### src/rtl/div_unit_32_pkg.sv
// rtl/div_unit_32_pkg.sv - shared constants and helpers for the restoring divider
package div_unit_32_pkg;
   localparam logic [1:0] ST_IDLE = 2'd0;
   localparam logic [1:0] ST_RUN  = 2'd1;
   localparam logic [1:0] ST_FIN  = 2'd2;

   localparam int DIV_LATENCY = 33;
   localparam logic [31:0] DIV0_QUOTIENT = 32'hFFFF_FFFF;

   function automatic logic [31:0] neg32(input logic [31:0] x);
      return ~x + 32'd1;
   endfunction
endpackage

### src/rtl/add_sub_32.sv
// rtl/add_sub_32.sv - 32-bit adder/subtractor; in subtract mode cout=1 means no borrow
module add_sub_32 (
   input  logic [31:0] a,
   input  logic [31:0] b,
   input  logic        sub,
   output logic [31:0] sum,
   output logic        cout
);
   logic [31:0] b_eff;

   assign b_eff        = sub ? ~b : b;
   assign {cout, sum}  = {1'b0, a} + {1'b0, b_eff} + {32'd0, sub};
endmodule

### src/rtl/div_unit_32.sv
// rtl/div_unit_32.sv - multi-cycle restoring DIV/DIVU, one quotient bit per clock
module div_unit_32
   import div_unit_32_pkg::*;
#(
   parameter int WIDTH = 32,
   parameter int CNT_W = 6
) (
   input  logic             clk,
   input  logic             rst,
   input  logic             start,
   input  logic             is_signed,
   input  logic [WIDTH-1:0] dividend,
   input  logic [WIDTH-1:0] divisor,
   output logic             busy,
   output logic             done,
   output logic [WIDTH-1:0] quotient,
   output logic [WIDTH-1:0] remainder,
   output logic             div_by_zero
);
   logic [1:0]       state_q, state_d;
   logic [CNT_W-1:0] cnt_q, cnt_d;
   logic [WIDTH-1:0] r_q, r_d;
   logic [WIDTH-1:0] q_q, q_d;
   logic [WIDTH-1:0] dv_q, dv_d;
   logic             qneg_q, qneg_d;
   logic             rneg_q, rneg_d;
   logic [WIDTH-1:0] quo_q, quo_d;
   logic [WIDTH-1:0] rem_q, rem_d;
   logic             dbz_q, dbz_d;

   logic [WIDTH:0]   s;
   logic [WIDTH-1:0] trial;
   logic             cout;
   logic             take;

   assign s    = {r_q, q_q[WIDTH-1]};
   assign take = s[WIDTH] | cout;

   add_sub_32 u_trial_sub (
      .a    (s[WIDTH-1:0]),
      .b    (dv_q),
      .sub  (1'b1),
      .sum  (trial),
      .cout (cout)
   );

   always_comb begin
      state_d = state_q;
      cnt_d   = cnt_q;
      r_d     = r_q;
      q_d     = q_q;
      dv_d    = dv_q;
      qneg_d  = qneg_q;
      rneg_d  = rneg_q;
      quo_d   = quo_q;
      rem_d   = rem_q;
      dbz_d   = dbz_q;
      case (state_q)
         ST_IDLE: begin
            if (start) begin
               dbz_d = 1'b0;
               if (divisor == '0) begin
                  quo_d   = DIV0_QUOTIENT;
                  rem_d   = dividend;
                  dbz_d   = 1'b1;
                  state_d = ST_FIN;
               end else begin
                  q_d     = (is_signed && dividend[WIDTH-1]) ? neg32(dividend) : dividend;
                  dv_d    = (is_signed && divisor[WIDTH-1]) ? neg32(divisor) : divisor;
                  qneg_d  = is_signed & (dividend[WIDTH-1] ^ divisor[WIDTH-1]);
                  rneg_d  = is_signed & dividend[WIDTH-1];
                  r_d     = '0;
                  cnt_d   = '0;
                  state_d = ST_RUN;
               end
            end
         end
         ST_RUN: begin
            r_d   = take ? trial : s[WIDTH-1:0];
            q_d   = {q_q[WIDTH-2:0], take};
            cnt_d = cnt_q + 1'b1;
            // Results are loaded on the last step so they are already valid in the done cycle.
            if (cnt_q == CNT_W'(WIDTH - 1)) begin
               quo_d   = qneg_q ? neg32(q_d) : q_d;
               rem_d   = rneg_q ? neg32(r_d) : r_d;
               state_d = ST_FIN;
            end
         end
         ST_FIN:  state_d = ST_IDLE;
         default: state_d = ST_IDLE;
      endcase
   end

   always_ff @(posedge clk) begin
      if (rst) begin
         state_q <= ST_IDLE;
         cnt_q   <= '0;
         r_q     <= '0;
         q_q     <= '0;
         dv_q    <= '0;
         qneg_q  <= 1'b0;
         rneg_q  <= 1'b0;
         quo_q   <= '0;
         rem_q   <= '0;
         dbz_q   <= 1'b0;
      end else begin
         state_q <= state_d;
         cnt_q   <= cnt_d;
         r_q     <= r_d;
         q_q     <= q_d;
         dv_q    <= dv_d;
         qneg_q  <= qneg_d;
         rneg_q  <= rneg_d;
         quo_q   <= quo_d;
         rem_q   <= rem_d;
         dbz_q   <= dbz_d;
      end
   end

   assign busy        = (state_q != ST_IDLE);
   assign done        = (state_q == ST_FIN);
   assign quotient    = quo_q;
   assign remainder   = rem_q;
   assign div_by_zero = dbz_q;
endmodule

### config.mk
export PLATFORM = sky130hd
export DESIGN_NAME = div_unit_32
export DESIGN_NICKNAME = d
export VERILOG_FILES = /design/src/rtl/div_unit_32_pkg.sv /design/src/rtl/add_sub_32.sv /design/src/rtl/div_unit_32.sv
export SDC_FILE = /design/constraint.sdc
export NUM_CORES = 1
export LEC_CHECK = 0
export CORE_ASPECT_RATIO = 1.1
export CORE_MARGIN = 10
export CORE_UTILIZATION = 56
export DETAILED_ROUTE_END_ITERATION = 6
export PLACE_DENSITY_LB_ADDON = 0.15
export SLEW_MARGIN = 20
export SYNTH_ARGS = -nofsm -noshare
export SYNTH_HDL_FRONTEND = slang
export SYNTH_HIERARCHICAL = 1
export SYNTH_SLANG_ARGS = --single-unit
### constraint.sdc
create_clock -name clk -period 6.8 [get_ports clk]
set_clock_uncertainty 0.1 [all_clocks]
set_input_delay 1.36 -clock clk [delete_from_list [all_inputs] [get_ports clk]]
set_output_delay 1.36 -clock clk [all_outputs]
set_load 0.01 [all_outputs]
### Met2 routing, run 1

The bar under the picture is 50 um long.
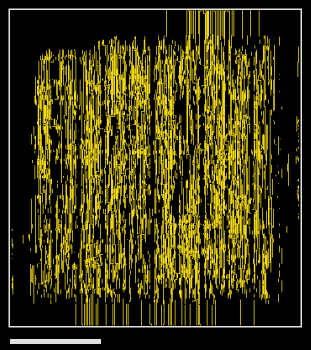
wire length on this layer	18700 um
nets with wire on the layer	1427
longest straight run	80.4 um

### The metal 3 layer, run 1

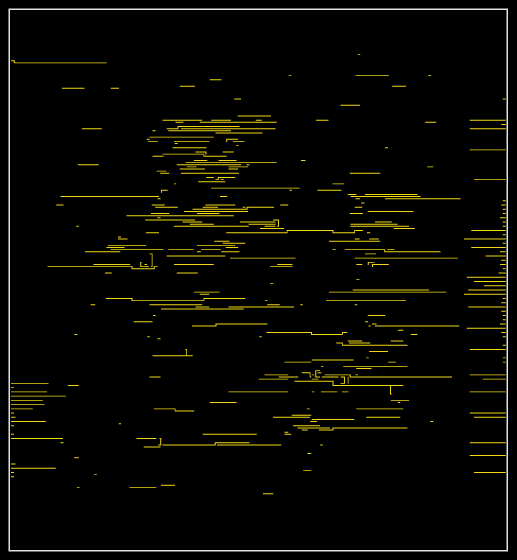
longest straight run	37.3 um
wire length on this layer	2460 um
nets with wire on the layer	229
share of all routed wire	6.3%
main direction	horizontal

### Logic cells by family, run 1

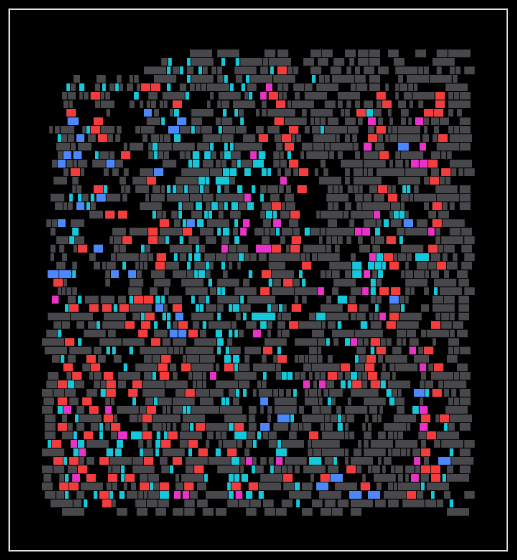
family	color	cells
AND-OR and OR-AND gates	blue	35
XOR/XNOR gates	red	169
NOR gates	cyan	271
AND and OR gates	magenta	48
Comb area share: 57.3%
most frequent logic cell in the layout: nor2_1

==> flow_summary.ini, run 1 <==
; flow metrics
[outcome]
status = complete, no violations

[die]
core_area_um2 = 20800
initial_core_util_pct = 57.3
ios = 135
die_y_um = 173
chipArea_um2 = 27500
rows = 55

[logic_synthesis]
ys.flop_type = dfxtp_1
ys_sh_simple_pct = 20.1
numSynthFlops = 171
top_cells_by_area = dfxtp_1 29%, xor2_1 7.4%, a21oi_1 7.3%
yosysCellCount = 1570
ys_sh_adder_pct = 4.26
synthArstFlopShare_pct = 0
ys_types = 79
synthesis.area_um2 = 11900
synth-xor-area-share_pct = 12.4
fp_nets = 1678
syn_area_per_cell_um2 = 7.59
mux_share_pct = 3.15
top_cell_area_share_pct = 28.7
yosys_area_um2 = 11900
logic_family = AND-OR/OR-AND gates
yosysTopAreaCell = dfxtp_1

[final_timing]
min_period_ps = 5910
min_period_over_period_pct = 86.9
finalHoldViolCount = 0
holdWs_ps = 395
fmax_ghz = 0.169
setup_viol = 0
tns_ps = 0
rsz0062_at_grt = no
fin_ws_ps = 893
worst_slew_pin_slew_ps = 1130
slew-limit-headroom_pct = 24.7

[worst_hold_path]
min_from = cnt_q[1]$_SDFFE_PP0P_
hp-class = flip-flop to flip-flop
hold_depth = 2

[worst_setup_path]
crit_top_cell = a21oi_1
critPathBufInv = 1
crit_fanout = 41
crit_path_start = dv_q[1]$_SDFFE_PP0P_
cp_slowest_cell = or2_2
slowest_delay_ps = 840
crit_chain = xor2_1, inv_1, fa_1, nand2b_1, a21oi_1, o211ai_1, a21oi_1, a211oi_2, o21ai_1, a21o_1, or2_2, a21oi_1, or3_1, or4b_4, o41ai_4, xnor2_1, a2111oi_2
timing_worst_setup_path_type = flip-flop to flip-flop
crit_family = AND-OR/OR-AND gates
regToRegStartpoint = dv_q[1]$_SDFFE_PP0P_
rr_worst_depth = 17
crit_path_end = remainder[31]$_SDFFE_PP0P_
cp-start-kind = flip-flop
cp.arrival_ps = 6130
r2r_setup_slack_ps = 890

[grt]
top_usage_layer = met2
grtUsageMet1_pct = 33.2
grt_pass1_wl_um = 62100
grtUsageMet3_pct = 4.09
grt_max_degree = 95
grt_pass1_vias = 11400
globalRouteMet2Util_pct = 46.3

[final_layout]
area_delta_synth_final_pct = 16.4
final_util_pct = 66.8
fin_cells = 1922
diodes = 0
fin_area_um2 = 13900
layout-drive-gt1-share_pct = 5.44

[placed_design]
post-place-ws_ps = 1020
dp.final_hpwl_um = 29100
routabilityCongestion = 0.929
placed_area_um2 = 13300
port_buffers = 134

[power_and_ir_drop]
power_density_nw_per_um2 = 188
p_seq_uw = 1080
powerComb_uw = 549
power_leader = registers
p_sw_uw = 871
powerClk_uw = 979
p_comb_share_pct = 21.0
internal_power_uw = 1740
p_sw_share_pct = 33.3

[routing]
drt-met1-wl_um = 16000
drtIter0Drc = 977
ant_nets = 0
dr.pass1.iters = 5
avgViaCountPerCell = 6.28
drt_wl_total_um = 38900
vias = 12100
avgRoutedWirePerCell_um = 20.2

[clock_tree]
cts_hold_buf = 0
cts_buffers = 17
clk_pin_slew_ps = 70
postCtsSetupRepairBufs = 0
clockRootBuffer = clkbuf_16
tritoncts = built
clkLatencyLatePin_ps = 450

[run]
tool_warnings = 29
## run 1: cells by family after synthesis
kind of cell | Yosys count
xor+xnor | 169
buf+inv | 147
mux | 36
compound gates | 500
other cells | 1
flops | 171
fa+ha+maj | 40
simple gates | 506
## run 1: final cells by class
type | count | area (um2)
multi-input cells | 1252 | 7940
clock buffers | 18 | 439
fillers | 1852 | 6910
well taps | 285 | 357
inverters | 34 | 128
clock inverters | 14 | 140
repair buffers | 148 | 1440
flip-flops and latches | 171 | 3420
## run 1: flip-flops by register name (all words and copies together) (netlist names)
| register | flops |
|---|---|
| dv_q | 32 |
| q_q | 32 |
| quotient | 32 |
| r_q | 32 |
| remainder | 32 |
| cnt_q | 6 |
| state_q | 2 |
| div_by_zero | 1 |
| qneg_q | 1 |
| rneg_q | 1 |
### Congestion heat map, run 1

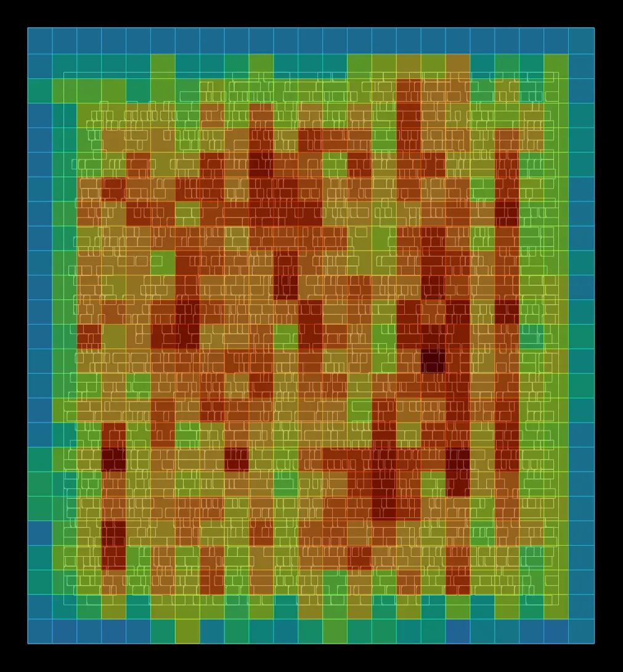

==> inputs of run 2 (changes only) <==
Settings changed: CTS_BUF_LIST set to sky130_fd_sc_hd__clkbuf_4 sky130_fd_sc_hd__clkbuf_8, GPL_TIMING_DRIVEN set to 0.
### Congestion heat map, run 2

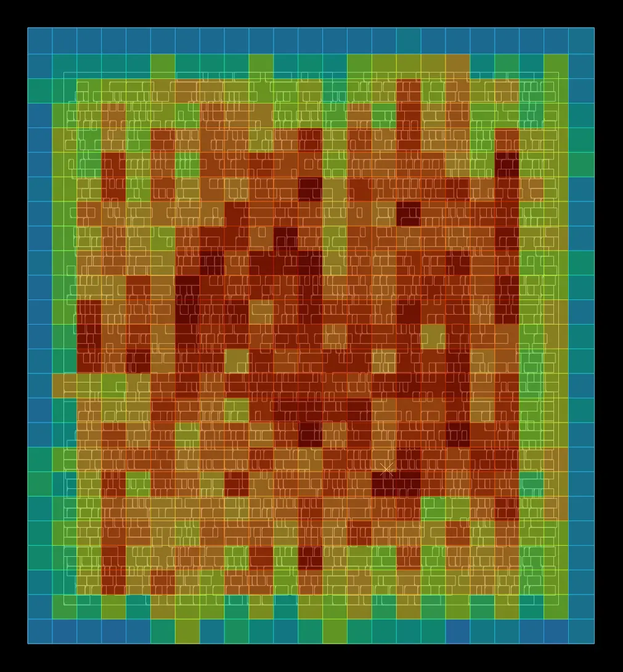
routing usage on met2: 53.1%
Final Util: 67.6%
M3 GR Usage: 4.87%
grt peak-use layer: met2
GRT Total Usage: 31.0%

==> run 2 against run 1 <==
  * The run now ends with design-rule violations left
  * Count of clock-buffer cells in the layout unchanged
  * Combinational power rose by 7.1%
  * Via count increased by 6.8%
  * First-iteration DRC count increased by 20%
  * Area after synthesis unchanged
  * Flip-flop count is the same
  * Final area increased by 1.3%
  * Maximum frequency decreased by 8.6%
==> flow_summary.ini, run 2 <==
; flow metrics
[run]
max_cap_violations = 0
tool_warnings = 29

[clock_tree]
cts.path.max_buffers = 2
cts_buffers = 17
cts_resized = 3
clockRootBuffer = clkbuf_8
cts_hold_buf = 0
cts_max_level = 4
clock-sinks = 171
postCtsSetupRepairBufs = 0
clk_pin_slew_ps = 110
clkLatencyLatePin_ps = 490
tritoncts = built

[logic_synthesis]
yosysTopAreaCell = dfxtp_1
enable_flop_cells = 0
synthesis.area_um2 = 11900
synthArstFlopShare_pct = 0
yosysCellCount = 1570
yosys_area_um2 = 11900
ys_sh_aoi_pct = 26.5
ys_sh_simple_pct = 20.1
synthCells = 1570
ys.flop_type = dfxtp_1
top_cell_area_share_pct = 28.7
mux_share_pct = 3.15
ys_warn_count = 6
ys_sh_adder_pct = 4.26
top_cells_by_area = dfxtp_1 29%, xor2_1 7.4%, a21oi_1 7.3%
fp_nets = 1678
synth-xor-area-share_pct = 12.4
logic_family = AND-OR/OR-AND gates
ys_seq_share_pct = 28.7
yosys-top-cells-count = 181 x nor2_1, 175 x a21oi_1, 171 x dfxtp_1
numSynthFlops = 171
ys_types = 79
most_common_cell = nor2_1
syn_area_per_cell_um2 = 7.59

[power_and_ir_drop]
p_sw_uw = 883
p_sw_share_pct = 36.0
p_leak_uw = 0.00518
vdd_drop_max_v = 0.000137
powerClk_uw = 780
power_density_nw_per_um2 = 175
seqPwrFrac_pct = 44.2
p_comb_share_pct = 24.0
power_leader = registers
internal_power_uw = 1570
clkPwrFrac_pct = 31.8
powerComb_uw = 588
power_uw = 2450
p_seq_uw = 1090

[final_timing]
min_period_over_period_pct = 95.0
tns_ps = 0
fin_ws_ps = 340
slew-limit-headroom_pct = 25.8
fmax_ghz = 0.155
setup_viol = 0
min_period_ps = 6460
slew_violations = 0
rsz0062_at_grt = no
holdWs_ps = 399
worst_slew_pin_slew_ps = 1080
finalHoldViolCount = 0

[routing]
routed.top_layer = met4
drc = 1
ant_nets = 0
drtIter0Drc = 1175
drt_wl_total_um = 44900
dr_wl_met2_um = 21600
avgRoutedWirePerCell_um = 22.2
vias = 12900
dr.pass1.iters = 7
wl_met3_um = 3420
drt-met1-wl_um = 17200
avgViaCountPerCell = 6.38

[die]
rows = 55
die_w_um = 159
chipArea_um2 = 27500
die_y_um = 173
ios = 135
initial_core_util_pct = 57.3
core_area_um2 = 20800

[placed_design]
routabilityCongestion = 1.03
dp.final_hpwl_um = 35700
post-place-ws_ps = -242
port_buffers = 132
dp.cells = 1987
placed_area_um2 = 13600

[worst_setup_path]
timing_worst_setup_path_type = flip-flop to flip-flop
crit_family = buffers and inverters
slowest_delay_ps = 430
cp.arrival_ps = 6730
cp.required_ps = 7070
cp-start-kind = flip-flop
critPathBufInv = 8
r2r_setup_slack_ps = 340
crit_fanout = 10
endpoint_kind = flip-flop
cp_slowest_cell = fa_1

[final_layout]
area_delta_synth_final_pct = 17.9
fin_area_um2 = 14000
final_cell_mix = 181 x nor2_1, 173 x a21oi_1, 171 x dfxtp_1
fin_nets = 1829
layout_top_cell = nor2_1
layout-drive-gt1-share_pct = 5.02
diodes = 0

[grt]
overflow = 0
grtUsageMet1_pct = 36.0
grt_pass1_vias = 12200
antenna_found_initial = 0
grt_pass1_wl_um = 69000
grt_max_degree = 19

[outcome]
violations = design-rule violations
status = finished, violations left

[worst_hold_path]
hp-class = flip-flop to flip-flop
### Logic cells by family, run 2

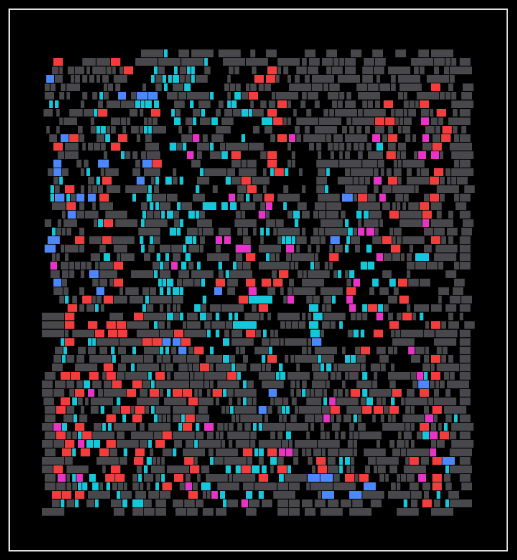
family	color	cells
NOR gates	cyan	271
XOR/XNOR gates	red	169
AND-OR and OR-AND gates	blue	35
AND and OR gates	magenta	48
Cell Count, Final, Fillers Out: 2019
Comb area share: 56.5%

## run 2: cell type report
type                       count  area (um2)
multi-input combinational   1252        7940
fill                        1904        6740
sequential                   171        3420
timing repair buffer         132        1320
buffer                       113         460
tap                          285         357
clock buffer                  18         248
clock inverter                14         174
inverter                      34         128
## run 2: worst paths after layout
check	start	depth (start not counted)	to
setup reg to reg	dv_q[1]$_SDFFE_PP0P_	25	remainder[28]$_SDFFE_PP0P_
hold reg to reg	div_by_zero$_SDFFE_PP0P_	2	div_by_zero$_SDFFE_PP0P_
hold / removal	div_by_zero$_SDFFE_PP0P_	2	div_by_zero$_SDFFE_PP0P_
setup / recovery	dv_q[1]$_SDFFE_PP0P_	25	remainder[28]$_SDFFE_PP0P_
### I/O nets highlighted, run 2

The bar under the picture is 50 um long.
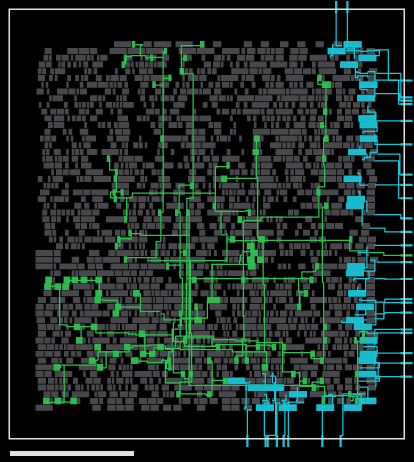

==> inputs of run 3 (changes only) <==
Settings changed: CTS_BUF_LIST sky130_fd_sc_hd__clkbuf_4 sky130_fd_sc_hd__clkbuf_8 to sky130_fd_sc_hd__clkbuf_8, SETUP_SLACK_MARGIN set to 0.2.
### I/O nets highlighted, run 3

The bar under the picture is 50 um long.
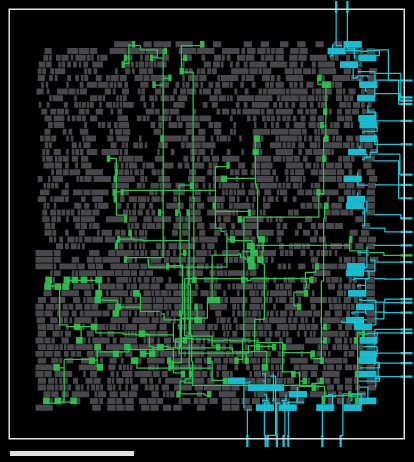
port	color	direction	edge	end cells	wire
quotient	cyan	output	22 east, 8 south, 2 north	32	911 um
rst	green	input	east	123	1980 um

==> run 3 against run 2 <==
  * The flow now finishes without violations
  * Sequential share of layout area about the same
  * Die area unchanged
  * Hold slack worse by 2.4 ps
  * Routed wire length about the same
  * Area after synthesis unchanged
  * Synthesized cell count unchanged
  * Count of clock-buffer cells in the layout unchanged
  * Flip-flop count unchanged
  * Worst setup slack better by 210 ps
  * Global-route usage about the same
  * Maximum frequency up 3.3%
  * Non-clock buffer count unchanged
  * Critical path type unchanged
  * Highest routed layer unchanged
==> flow_summary.ini, run 3 <==
; flow metrics
[outcome]
status = complete, no violations

[grt]
top_usage_layer = met2
track_usage_pct = 31.1
grtUsageMet1_pct = 36.1
overflow = 0
antenna_found_initial = 0
grt_pass1_wl_um = 69000
grtUsageMet3_pct = 4.87
grt_max_degree = 19
grt_pass1_vias = 12200

[power_and_ir_drop]
p_sw_uw = 886
powerComb_uw = 590
power_density_nw_per_um2 = 175
power_leader = registers
p_sw_share_pct = 36.1
powerClk_uw = 782
vdd_drop_max_v = 0.000138
p_seq_uw = 1090
power_uw = 2460
p_leak_uw = 0.00518
internal_power_uw = 1570
clkPwrFrac_pct = 31.8

[clock_tree]
cts.path.max_buffers = 2
clockRootBuffer = clkbuf_8
clk_pin_slew_ps = 110
clkLatencyLatePin_ps = 480
clock-sinks = 171
cts_resized = 4
tritoncts = built
cts_hold_buf = 0
cts_max_level = 4
postCtsSetupRepairBufs = 0

[logic_synthesis]
mux_share_pct = 3.15
ys_types = 79
logic_family = AND-OR/OR-AND gates
enable_flop_cells = 0
ys_warn_count = 6
yosys-top-cells-count = 181 x nor2_1, 175 x a21oi_1, 171 x dfxtp_1
most_common_cell = nor2_1
ys_sh_aoi_pct = 26.5
synth-xor-area-share_pct = 12.4
ys_seq_share_pct = 28.7
ys_sh_adder_pct = 4.26
yosysCellCount = 1570
yosys_area_um2 = 11900
top_cell_area_share_pct = 28.7
fp_nets = 1678
synthesis.area_um2 = 11900
ys_sh_simple_pct = 20.1
numSynthFlops = 171

[worst_setup_path]
crit_top_cell = clkbuf_4
slowest_delay_ps = 420
cp.arrival_ps = 6520
endpoint_kind = flip-flop
cp_slowest_cell = fa_1
crit_family = AND-OR/OR-AND gates
crit_fanout = 10
r2r_setup_slack_ps = 550
cp-start-kind = flip-flop
cp.required_ps = 7070
timing_worst_setup_path_type = flip-flop to flip-flop
critPathBufInv = 8

[final_timing]
worst_slew_pin_slew_ps = 1080
fmax_ghz = 0.160
fin_ws_ps = 548
finalHoldViolCount = 0
min_period_ps = 6250
tns_ps = 0
rsz0062_at_grt = no
slew_violations = 0
min_period_over_period_pct = 91.9
setup_viol = 0

[routing]
drt-met1-wl_um = 17100
drc = 0
avgViaCountPerCell = 6.34
routed.top_layer = met4
dr_wl_met2_um = 21600
drtIter0Drc = 1190
wl_met3_um = 3590
vias = 12800
avgRoutedWirePerCell_um = 22.2
dr.pass1.iters = 6
drt_wl_total_um = 44900

[die]
die_y_um = 173
chipArea_um2 = 27500
initial_core_util_pct = 57.3
rows = 55
ios = 135
core_area_um2 = 20800
die_w_um = 159

[final_layout]
bufAreaShareNonClock_pct = 12.7
final_cell_mix = 181 x nor2_1, 173 x a21oi_1, 171 x dfxtp_1
fin_area_um2 = 14100
diodes = 0
flop-count = 171
largest_class = combinational gates
layout-drive-gt1-share_pct = 5.02
buffers = 245
inverters = 34
logic_gates = 1252
clkbuf_count = 18
layout_top_cell = nor2_1
clkCellAreaFrac_pct = 3.00
comb_area_share_pct = 56.5
register_area_um2 = 3420
num-fill-cells = 1905
sh_seq_area_pct = 24.4
area_delta_synth_final_pct = 18.0

[placed_design]
routabilityCongestion = 1.03
post-place-ws_ps = -242
port_buffers = 132
placed_area_um2 = 13600
dp.final_hpwl_um = 35700

[worst_hold_path]
hp-class = flip-flop to flip-flop

[run]
tool_warnings = 29
max_cap_violations = 0
### Congestion heat map, run 3

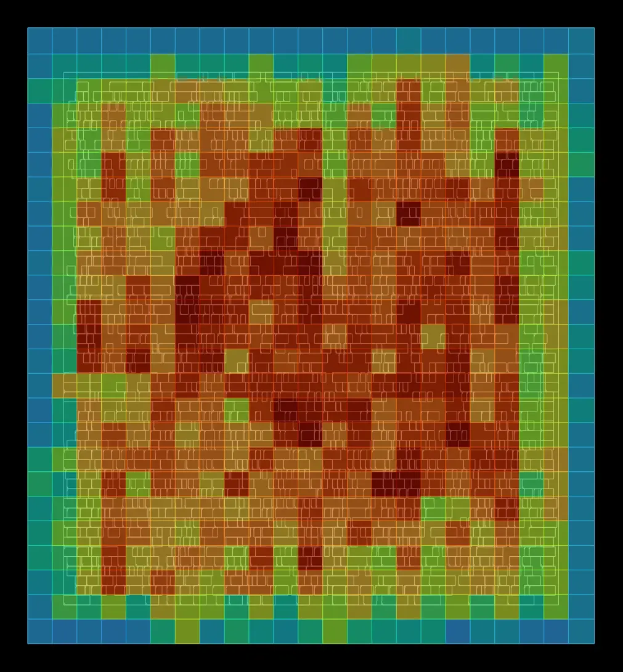
Final Util: 67.6%
routing usage on met2: 53.2%

[run 3: cell counts after synthesis]
No cell type changed its count.
[run 3: metrics by stage]
stage                     hold WS (ps)  cells
after floorplan                    349   1570
after CTS                          391   2019
after detailed placement           377   1987
final                              397   2019
after global placement             370   1987
after global routing               426   2019
[run 3: final timing paths]
path | start | end | depth (start not counted)
setup / recovery | dv_q[1]$_SDFFE_PP0P_ | remainder[28]$_SDFFE_PP0P_ | 25
hold / removal | remainder[0]$_SDFFE_PP0P_ | remainder[0]$_SDFFE_PP0P_ | 2
setup reg to reg | dv_q[1]$_SDFFE_PP0P_ | remainder[28]$_SDFFE_PP0P_ | 25
hold reg to reg | remainder[0]$_SDFFE_PP0P_ | remainder[0]$_SDFFE_PP0P_ | 2
No activity file was given, so power comes from the tool's default toggle rates.
